==> run_1/util_map.png <==
Drawn at 3 px/um. 13 x 13 tiles, from dark blue (low) to red (high), 0 to 100% covered.
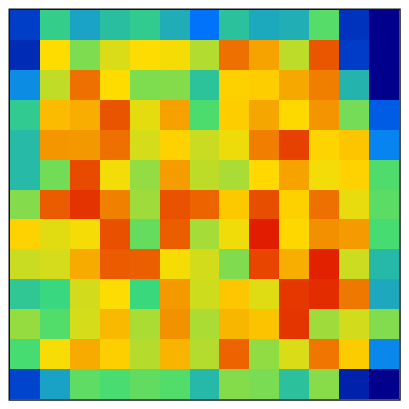
==> run_1/m4.png <==
Drawn at 3 px/um. Supply wires on this layer in grey.
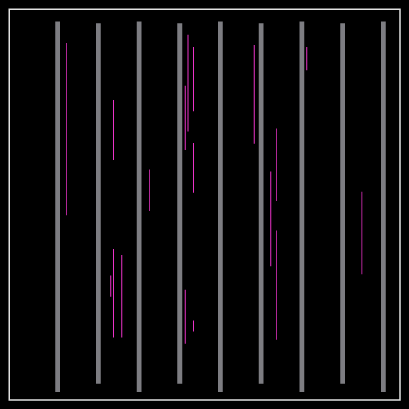
==> run_1/congestion_map.png <==
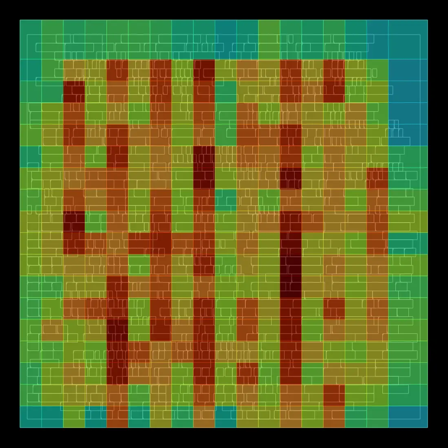
**config.mk**
```make
export PLATFORM = sky130hd
export DESIGN_NAME = io_uart_periph_flat
export DESIGN_NICKNAME = d
export VERILOG_FILES = /design/src/rtl/io_uart_periph_if.sv /design/src/rtl/io_uart_periph.sv /design/src/flat_wrapper.sv
export SDC_FILE = /design/constraint.sdc
export NUM_CORES = 1
export LEC_CHECK = 0
export CAP_MARGIN = 20
export CORE_MARGIN = 2
export CORE_UTILIZATION = 60
export DETAILED_ROUTE_END_ITERATION = 6
export HOLD_SLACK_MARGIN = 0.03
export PLACE_DENSITY_LB_ADDON = 0.15
export SETUP_SLACK_MARGIN = 0.4
export SYNTH_ARGS = -nofsm -noshare
export SYNTH_HDL_FRONTEND = slang
export SYNTH_SLANG_ARGS = --single-unit
```
**constraint.sdc**
```tcl
create_clock -name clk -period 12.25 [get_ports clk]
set_clock_uncertainty 0.2 [all_clocks]
set_input_delay 2.45 -clock clk [delete_from_list [all_inputs] [get_ports clk]]
set_output_delay 2.45 -clock clk [all_outputs]
set_load 0.02 [all_outputs]
```
**src/rtl/io_uart_periph_if.sv**
```systemverilog
// CPU IO-port bundle: address, write data, strobes and combinational read data.
//   io_addr : byte offset of the IO register
//   io_dout : write data from the CPU
//   io_we   : one-cycle write strobe
//   io_rd   : one-cycle read strobe
//   io_din  : read data to the CPU, combinational from io_addr
interface io_uart_periph_if;
    logic [7:0]  io_addr;
    logic [31:0] io_dout;
    logic        io_we;
    logic        io_rd;
    logic [31:0] io_din;

    modport master (output io_addr, output io_dout, output io_we, output io_rd, input io_din);
    modport slave  (input io_addr, input io_dout, input io_we, input io_rd, output io_din);
endinterface

```
**src/rtl/io_uart_periph.sv**
```systemverilog
// IO-bus responder: LED register, free-running cycle counter, and an 8N1 UART
// with a TX byte FIFO and a one-byte RX holding register.
//   clk  : system clock
//   rst  : asynchronous active-high reset
//   io   : CPU IO port (slave side); io_din is combinational from io_addr
//   led  : LED register
//   txd  : UART serial out, idle high
//   rxd  : UART serial in, asynchronous to clk
module io_uart_periph #(
    parameter int unsigned CLK_DIV    = 868,
    parameter int unsigned FIFO_DEPTH = 8
) (
    input  logic              clk,
    input  logic              rst,
    io_uart_periph_if.slave   io,
    output logic [15:0]       led,
    output logic              txd,
    input  logic              rxd
);

    localparam int unsigned TW = $clog2(CLK_DIV);
    localparam int unsigned AW = $clog2(FIFO_DEPTH);

    localparam logic [7:0] ADDR_LED    = 8'h00;
    localparam logic [7:0] ADDR_TXDATA = 8'h04;
    localparam logic [7:0] ADDR_TXSTAT = 8'h08;
    localparam logic [7:0] ADDR_RXDATA = 8'h0C;
    localparam logic [7:0] ADDR_RXSTAT = 8'h10;
    localparam logic [7:0] ADDR_CYCLE  = 8'h14;

    localparam logic [1:0] S_IDLE  = 2'd0;
    localparam logic [1:0] S_START = 2'd1;
    localparam logic [1:0] S_DATA  = 2'd2;
    localparam logic [1:0] S_STOP  = 2'd3;

    localparam logic [TW-1:0] BIT_RELOAD  = TW'(CLK_DIV - 1);
    localparam logic [TW-1:0] HALF_RELOAD = TW'(CLK_DIV / 2 - 1);

    // ---------------- address decode ----------------
    logic w_wr_led, w_wr_txdata, w_wr_txstat, w_wr_rxstat, w_wr_cycle, w_rx_pop;
    assign w_wr_led    = io.io_we && (io.io_addr == ADDR_LED);
    assign w_wr_txdata = io.io_we && (io.io_addr == ADDR_TXDATA);
    assign w_wr_txstat = io.io_we && (io.io_addr == ADDR_TXSTAT);
    assign w_wr_rxstat = io.io_we && (io.io_addr == ADDR_RXSTAT);
    assign w_wr_cycle  = io.io_we && (io.io_addr == ADDR_CYCLE);
    assign w_rx_pop    = io.io_rd && (io.io_addr == ADDR_RXDATA);

    // ---------------- LED and cycle counter ----------------
    logic [15:0] r_led;
    logic [31:0] r_cycle;

    always_ff @(posedge clk or posedge rst) begin
        if (rst) begin
            r_led   <= '0;
            r_cycle <= '0;
        end else begin
            if (w_wr_led) r_led <= io.io_dout[15:0];
            // A loaded value still counts the cycle it was written in.
            r_cycle <= w_wr_cycle ? io.io_dout + 32'd1 : r_cycle + 32'd1;
        end
    end

    // ---------------- TX FIFO ----------------
    logic [7:0]  r_fifo [FIFO_DEPTH];
    logic [AW:0] r_wr_ptr, r_rd_ptr;
    logic        w_empty, w_full, w_pop, w_push, w_drop;
    logic        r_tx_ovf;
    logic [1:0]  r_tx_state;

    assign w_empty = (r_wr_ptr == r_rd_ptr);
    assign w_full  = (r_wr_ptr[AW] != r_rd_ptr[AW]) && (r_wr_ptr[AW-1:0] == r_rd_ptr[AW-1:0]);
    assign w_pop   = (r_tx_state == S_IDLE) && !w_empty;
    // A simultaneous pop frees a slot, so a push on a full FIFO is still taken.
    assign w_push  = w_wr_txdata && (!w_full || w_pop);
    assign w_drop  = w_wr_txdata && !w_push;

    always_ff @(posedge clk) begin
        if (w_push) r_fifo[r_wr_ptr[AW-1:0]] <= io.io_dout[7:0];
    end

    always_ff @(posedge clk or posedge rst) begin
        if (rst) begin
            r_wr_ptr <= '0;
            r_rd_ptr <= '0;
            r_tx_ovf <= 1'b0;
        end else begin
            if (w_push) r_wr_ptr <= r_wr_ptr + (AW+1)'(1);
            if (w_pop)  r_rd_ptr <= r_rd_ptr + (AW+1)'(1);
            if (w_drop)           r_tx_ovf <= 1'b1;
            else if (w_wr_txstat) r_tx_ovf <= 1'b0;
        end
    end

    // ---------------- TX serialiser ----------------
    logic [TW-1:0] r_tx_timer, w_tx_timer_nxt;
    logic [2:0]    r_tx_bit, w_tx_bit_nxt;
    logic [7:0]    r_tx_shift, w_tx_shift_nxt;
    logic [1:0]    w_tx_state_nxt;
    logic          r_txd, w_txd_nxt;

    always_ff @(posedge clk or posedge rst) begin
        if (rst) begin
            r_tx_state <= S_IDLE;
            r_tx_timer <= '0;
            r_tx_bit   <= '0;
            r_tx_shift <= '0;
            r_txd      <= 1'b1;
        end else begin
            r_tx_state <= w_tx_state_nxt;
            r_tx_timer <= w_tx_timer_nxt;
            r_tx_bit   <= w_tx_bit_nxt;
            r_tx_shift <= w_tx_shift_nxt;
            r_txd      <= w_txd_nxt;
        end
    end

    // Next-state logic; txd is registered from the next state so it lines up with it.
    always_comb begin
        w_tx_state_nxt = r_tx_state;
        w_tx_timer_nxt = r_tx_timer;
        w_tx_bit_nxt   = r_tx_bit;
        w_tx_shift_nxt = r_tx_shift;
        w_txd_nxt      = 1'b1;
        case (r_tx_state)
            S_IDLE: begin
                if (!w_empty) begin
                    w_tx_state_nxt = S_START;
                    w_tx_timer_nxt = BIT_RELOAD;
                    w_tx_shift_nxt = r_fifo[r_rd_ptr[AW-1:0]];
                end
            end
            S_START: begin
                if (r_tx_timer == '0) begin
                    w_tx_state_nxt = S_DATA;
                    w_tx_timer_nxt = BIT_RELOAD;
                    w_tx_bit_nxt   = 3'd0;
                end else begin
                    w_tx_timer_nxt = r_tx_timer - TW'(1);
                end
            end
            S_DATA: begin
                if (r_tx_timer == '0) begin
                    w_tx_timer_nxt = BIT_RELOAD;
                    w_tx_shift_nxt = {1'b0, r_tx_shift[7:1]};
                    if (r_tx_bit == 3'd7) w_tx_state_nxt = S_STOP;
                    else                  w_tx_bit_nxt   = r_tx_bit + 3'd1;
                end else begin
                    w_tx_timer_nxt = r_tx_timer - TW'(1);
                end
            end
            default: begin
                if (r_tx_timer == '0) w_tx_state_nxt = S_IDLE;
                else                  w_tx_timer_nxt = r_tx_timer - TW'(1);
            end
        endcase
        case (w_tx_state_nxt)
            S_START: w_txd_nxt = 1'b0;
            S_DATA:  w_txd_nxt = w_tx_shift_nxt[0];
            default: w_txd_nxt = 1'b1;
        endcase
    end

    // ---------------- RX deserialiser ----------------
    logic          r_rx_s1, r_rx_s2, r_rx_prev;
    logic [1:0]    r_rx_state, w_rx_state_nxt;
    logic [TW-1:0] r_rx_timer, w_rx_timer_nxt;
    logic [2:0]    r_rx_bit, w_rx_bit_nxt;
    logic [7:0]    r_rx_shift, w_rx_shift_nxt;
    logic          w_rx_done, w_rx_bad;

    always_ff @(posedge clk or posedge rst) begin
        if (rst) begin
            r_rx_s1    <= 1'b1;
            r_rx_s2    <= 1'b1;
            r_rx_prev  <= 1'b1;
            r_rx_state <= S_IDLE;
            r_rx_timer <= '0;
            r_rx_bit   <= '0;
            r_rx_shift <= '0;
        end else begin
            r_rx_s1    <= rxd;
            r_rx_s2    <= r_rx_s1;
            r_rx_prev  <= r_rx_s2;
            r_rx_state <= w_rx_state_nxt;
            r_rx_timer <= w_rx_timer_nxt;
            r_rx_bit   <= w_rx_bit_nxt;
            r_rx_shift <= w_rx_shift_nxt;
        end
    end

    // Samples land mid-bit: first at half a bit after the falling edge, then every bit.
    always_comb begin
        w_rx_state_nxt = r_rx_state;
        w_rx_timer_nxt = r_rx_timer;
        w_rx_bit_nxt   = r_rx_bit;
        w_rx_shift_nxt = r_rx_shift;
        w_rx_done      = 1'b0;
        w_rx_bad       = 1'b0;
        case (r_rx_state)
            S_IDLE: begin
                if (r_rx_prev && !r_rx_s2) begin
                    w_rx_state_nxt = S_START;
                    w_rx_timer_nxt = HALF_RELOAD;
                end
            end
            S_START: begin
                if (r_rx_timer == '0) begin
                    w_rx_timer_nxt = BIT_RELOAD;
                    w_rx_bit_nxt   = 3'd0;
                    w_rx_state_nxt = r_rx_s2 ? S_IDLE : S_DATA;
                end else begin
                    w_rx_timer_nxt = r_rx_timer - TW'(1);
                end
            end
            S_DATA: begin
                if (r_rx_timer == '0) begin
                    w_rx_timer_nxt = BIT_RELOAD;
                    w_rx_shift_nxt = {r_rx_s2, r_rx_shift[7:1]};
                    if (r_rx_bit == 3'd7) w_rx_state_nxt = S_STOP;
                    else                  w_rx_bit_nxt   = r_rx_bit + 3'd1;
                end else begin
                    w_rx_timer_nxt = r_rx_timer - TW'(1);
                end
            end
            default: begin
                if (r_rx_timer == '0) begin
                    w_rx_state_nxt = S_IDLE;
                    w_rx_done      = r_rx_s2;
                    w_rx_bad       = !r_rx_s2;
                end else begin
                    w_rx_timer_nxt = r_rx_timer - TW'(1);
                end
            end
        endcase
    end

    // ---------------- RX holding register and flags ----------------
    logic [7:0] r_rx_byte;
    logic       r_rx_valid, r_rx_ovr, r_rx_ferr;

    always_ff @(posedge clk or posedge rst) begin
        if (rst) begin
            r_rx_byte  <= '0;
            r_rx_valid <= 1'b0;
            r_rx_ovr   <= 1'b0;
            r_rx_ferr  <= 1'b0;
        end else begin
            if (w_wr_rxstat) begin
                r_rx_ovr  <= 1'b0;
                r_rx_ferr <= 1'b0;
            end
            // A byte completing in the pop cycle wins over the pop.
            if (w_rx_done) begin
                r_rx_byte  <= r_rx_shift;
                r_rx_valid <= 1'b1;
                if (r_rx_valid && !w_rx_pop) r_rx_ovr <= 1'b1;
            end else if (w_rx_pop) begin
                r_rx_valid <= 1'b0;
            end
            if (w_rx_bad) r_rx_ferr <= 1'b1;
        end
    end

    // ---------------- read mux ----------------
    always_comb begin
        io.io_din = '0;
        case (io.io_addr)
            ADDR_LED:    io.io_din = {16'b0, r_led};
            ADDR_TXSTAT: io.io_din = {29'b0, r_tx_ovf, w_full, w_empty && (r_tx_state == S_IDLE)};
            ADDR_RXDATA: io.io_din = {24'b0, r_rx_byte};
            ADDR_RXSTAT: io.io_din = {29'b0, r_rx_ferr, r_rx_ovr, r_rx_valid};
            ADDR_CYCLE:  io.io_din = r_cycle;
            default:     io.io_din = '0;
        endcase
    end

    assign led = r_led;
    assign txd = r_txd;

endmodule

```
**src/flat_wrapper.sv**
```systemverilog
// flat-port wrapper written by rule: the top's interface ports become plain ports
module io_uart_periph_flat 
#(
    parameter int unsigned CLK_DIV    = 868,
    parameter int unsigned FIFO_DEPTH = 8
)
  (clk, rst, led, txd, rxd, io_io_addr, io_io_dout, io_io_we, io_io_rd, io_io_din);
  io_uart_periph_if io_i ();
  input  logic clk;
  input  logic rst;
  output logic [15:0] led;
  output logic txd;
  input  logic rxd;
  input wire logic [$bits(io_i.io_addr)-1:0] io_io_addr;
  input wire logic [$bits(io_i.io_dout)-1:0] io_io_dout;
  input wire logic [$bits(io_i.io_we)-1:0] io_io_we;
  input wire logic [$bits(io_i.io_rd)-1:0] io_io_rd;
  output wire logic [$bits(io_i.io_din)-1:0] io_io_din;
  assign io_i.io_addr = io_io_addr;
  assign io_i.io_dout = io_io_dout;
  assign io_i.io_we = io_io_we;
  assign io_i.io_rd = io_io_rd;
  assign io_io_din = io_i.io_din;
  io_uart_periph #(.CLK_DIV(CLK_DIV), .FIFO_DEPTH(FIFO_DEPTH)) u_core (.clk(clk), .rst(rst), .io(io_i), .led(led), .txd(txd), .rxd(rxd));
endmodule
```
==> summary.txt, run 1 <==
fresh numbers from the pnr run: outcome completed, CTS tree yes, CP endpoint io_io_din[0], Worst path depth 6, Most common cell on crit path clkdlybuf4s50_1, drc violations 0, PwrDens 179 nW/um^2, number of synthesis warnings 0, Root Driver clkbuf_16, Sink Count 182, die extent in x 130 um, fmax 122 MHz, switching power total 0.734 mW, Max Buffers Root-to-Sink 2, required time of the critical path 9600 ps, slowest CP cell nor4b_4, Max-Cap Viols 0, worst hold stages 0, reg2reg start u_core.r_rd_ptr[1]$_DFFE_PP0P_, max reg flops 64, Final Cycle Share 0.669, # Cells Yosys 828, Pint 1.27 mW, critical path buffer and inverter count 2, slew margin rel. 0.231, Peak VDD IR 0.107 mV, Commonest cells post-synth 114 x dfrtp_1, 69 x nand2_1, 64 x edfxtp_1, 61 x nor2_1, 44 x a21oi_1, critical path's top delay family simple AND/OR/NAND/NOR gates, critical path class primary input to output pin, CTS HTree Levels 4, Seq/Total Area, Yosys 0.514, layout cells sized above 1 0.130, Worst R2R End u_core.r_tx_timer[4]$_DFFE_PP0P_, Final TNS setup 0 ps, PortBufs 93, DP Wirelength 15.3 mm, die area 16,800 um^2, sequential group share of total power 0.412
About util_map.png:
tiles over 75% full = 40%
emptiest ninth of the die = north-east
fullest tile = 97%
nearly empty tiles = 2.4%
Final Util: 0.729
core area: 15,300 um^2
FP Util: 0.620

About m4.png:
wire length on this layer = 424 um
longest straight run = 57.1 um
share of all routed wire = 1.9%
via count: 7,051
drt total wl: 22.3 mm

About congestion_map.png:
Top Usage Layer GRT: met2
met2 usage: 0.469
drt wl/cell: 19.6 um

[run 1: per-layer routing]
| metal | track usage | vias to the layer above | wire, um |
|---|---|---|---|
| met5 | 0 | - | 0 |
| met1 | 0.378 | 3505 | 9680 |
| met4 | 0.0993 | 0 | 423 |
| li1 | - | 3251 | - |
| met2 | 0.469 | 256 | 11100 |
| met3 | 0.0463 | 39 | 1110 |
[run 1: per-stage QoR]
stage	instances	utilization	setup WS, ps	area [um^2]	hold slack, ps
final	1135	0.729	4060	11200	161
after global placement	1103	0.690	4200	10600	149
after CTS	1135	0.729	4130	11200	162
after floorplan	828	-	5630	9490	145
after detailed placement	1103	0.690	4130	10600	151
after global routing	1135	0.729	3890	11200	169
[run 1: final cells by class]
cell class              count  area (um^2)  area share
clock buffers              17          425      0.0381
well taps                 211          264      0.0236
multi-input cells         586         4340       0.389
repair buffers            100          983      0.0880
clock inverters            15          184      0.0165
inverters                  24         92.6     0.00829
flip-flops and latches    182         4880       0.437
[run 1: power by group through the flow]
stage / sequential [mW] / clock [mW] / combinational (mW)
floorplan: 0.790 / 0 / 0.496
global placement: 0.826 / 0 / 0.582
detailed placement: 0.831 / 0 / 0.613
CTS: 0.821 / 0.563 / 0.619
global route: 0.836 / 0.591 / 0.692
finish: 0.824 / 0.556 / 0.620
[run 1: logic make-up (layout without fill, tap and decap cells)]
group | Yosys count | count (layout) | share of synthesized area
AND/OR/NAND/NOR | 275 | 275 | 0.154
XOR/XNOR | 53 | 53 | 0.0489
multiplexers | 92 | 92 | 0.123
adder cells (fa/ha/maj) | 21 | 21 | 0.0277
flip-flops | 182 | 182 | 0.514
buffers and inverters | 60 | 156 | 0.0287
AND-OR/OR-AND | 145 | 145 | 0.104
==> run 2, diff against run 1 <==
--- a/config.mk
+++ b/config.mk
@@ -7,7 +7,7 @@
 export LEC_CHECK = 0
 export CAP_MARGIN = 20
 export CORE_MARGIN = 2
-export CORE_UTILIZATION = 60
+export CORE_UTILIZATION = 58
 export DETAILED_ROUTE_END_ITERATION = 6
 export HOLD_SLACK_MARGIN = 0.03
 export PLACE_DENSITY_LB_ADDON = 0.15
==> constraint.sdc (replaced) <==
create_clock -name clk -period 8.4 [get_ports clk]
set_clock_uncertainty 0.2 [all_clocks]
set_input_delay 1.68 -clock clk [delete_from_list [all_inputs] [get_ports clk]]
set_output_delay 1.68 -clock clk [all_outputs]
set_load 0.02 [all_outputs]
==> run_2/m4.png <==
Drawn at 3 px/um. Supply wires on this layer in grey.
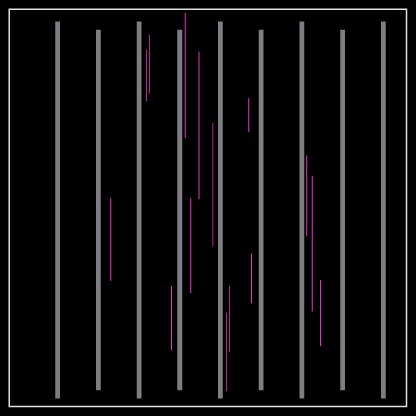
longest straight run = 49.0 um
share of all routed wire = 1.9%
wire length on this layer = 415 um
main direction = vertical
nets with wire on the layer = 12
drt total wl: 22.2 mm
via count: 6,951

==> summary.txt, run 2 <==
fresh numbers from the pnr run: outcome completed, met3 WL 1.26 mm (+14%), Max Buffers Root-to-Sink 2 (unchanged), slowest CP cell nor4b_4, chip area line of the yosys report 9490 um^2, fillcell total 1,099, Storage cell area 4880 um^2 (unchanged), largest net degree at the start of global routing 80, Sink Count 182 (unchanged), setup violators final 0, DP Wirelength 15.6 mm (+1.6%), critical path buffer and inverter count 2 (unchanged), Most common cell on crit path clkdlybuf4s50_1, clk slew on worst S/H paths 70 ps, final std cells w/o fill 1,141 (+0.53%), Max-Cap Viols 0 (unchanged), required time of the critical path 6520 ps (-3080 ps), power share of the clock group 0.263, Final WS setup 1800 ps (-2260 ps), Logic area 4340 um^2 (unchanged), RSZ-0062 raised after global routing no, drt wl/cell 19.5 um (-0.67%), Peak VDD IR 0.168 mV (+58%), Root Driver clkbuf_16, met1 Usage GRT 0.364 (-0.0137), DP Worst Slack 1860 ps (-2270 ps), PwrDens 256 nW/um^2 (+43%), Final Util 0.700 (-0.0298), drc violations 0 (unchanged), critical path class primary input to output pin, switching power total 1.02 mW (+39%), most numerous logic cells after layout 114 x dfrtp_1, 93 x clkdlybuf4s50_1, 69 x nand2_1, 64 x edfxtp_1, 61 x nor2_1, slew margin rel. 0.228 (-0.00313), M1 WL 9.83 mm (+1.6%), Post-Place Cells 1,108 (+0.45%), Cell Area, Placed 10,600 um^2 (about the same), number of synthesis warnings 0 (unchanged), Top Usage Layer GRT met2, Commonest cells post-synth 114 x dfrtp_1, 69 x nand2_1, 64 x edfxtp_1, 61 x nor2_1, 44 x a21oi_1, Seq/Total Area, Yosys 0.514 (unchanged), sequential group share of total power 0.419 (+0.007), DR WL met2 10.7 mm (-3.1%), # Cells Yosys 828 (unchanged), core area 15,900 um^2 (+4.1%), met3 Use GR 0.0623 (+0.0160), max reg flops 64 (unchanged), die area 17,400 um^2 (+3.3%), P_comb 0.908 mW (+46%), Sequential Power 1.20 mW (+46%), Final Cycle Share 0.786, die extent in x 132 um (+1.7%), critical path's top delay family simple AND/OR/NAND/NOR gates, P_clk 0.752 mW (+35%), EDFF count, synth 64, CTS HTree Levels 4 (unchanged), Final TNS setup 0 ps (unchanged), CTS tree yes, met2 usage 0.426 (-0.0428), Final min period 6600 ps, layout cells sized above 1 0.129 (-0.00122), final instance area 11,200 um^2 (-0.16%), top power group sequential cells, synthesis-stage register bit count 182
==> run_2/port_trees.png <==
Drawn at 2 px/um.
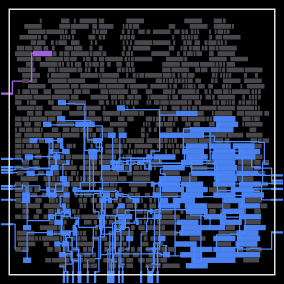
purple -> `rxd`  # direction input, end cells 1, buffers 1, wire 30.1 um
blue -> `io_io_dout`  # direction input, end cells 151, buffers 32, wire 2,700 um
Boundary Pins: 94
PortBufs: 93

-- run 2: netlist changes by cell type in the layout (fill, tap and decap cells not counted) --
cell        before  now
clkbuf_1         0    1
clkinv_1         0    1
inv_12           1    0
clkinv_8         3    1
inv_6            1    3
clkinv_4         1    2
buf_16           0    1
clkinvlp_4       0    1
clkinv_2         0    2
inv_8            9    3
clkbuf_8         0    1
-- run 2: cells by family (layout without fill, tap and decap cells) --
| group | after synthesis | count (layout) | synth area share |
|---|---|---|---|
| AOI/OAI and AO/OA | 145 | 145 | 0.104 |
| xor gates and xnor gates | 53 | 53 | 0.0489 |
| buffers and inverters | 60 | 157 | 0.0287 |
| DFF | 182 | 182 | 0.514 |
| muxes | 92 | 92 | 0.123 |
| adders and majority gates | 21 | 21 | 0.0277 |
| and+or+nand+nor | 275 | 275 | 0.154 |
-- run 2: area by class of cell --
cell class,instances,area share
Clock buffer,19,0.0397
Clock inverter,13,0.0103
Inverter,24,0.00830
Multi-Input combinational cell,586,0.389
Sequential cell,182,0.437
Tap cell,216,0.0242
Timing Repair Buffer,101,0.0906
-- run 2: worst paths after layout --
path                                                start                                to  slack, ps  cells after the start
hold / removal                   u_core.r_rx_s1$_DFF_PP1_          u_core.r_rx_s2$_DFF_PP1_        170                      0
hold reg to reg                  u_core.r_rx_s1$_DFF_PP1_          u_core.r_rx_s2$_DFF_PP1_        170                      0
setup reg to reg           u_core.r_rd_ptr[1]$_DFFE_PP0P_     u_core.r_fifo[5][3]$_DFFE_PP_       5260                      6
min in group asynchronous                             rst  u_core.r_tx_timer[4]$_DFFE_PP0P_       1420                      2
max in group asynchronous                             rst          u_core.r_rx_s2$_DFF_PP1_       5450                      4
setup / recovery                            io_io_addr[2]                      io_io_din[0]       1800                      6
Power is estimated from default activity; no workload was simulated.
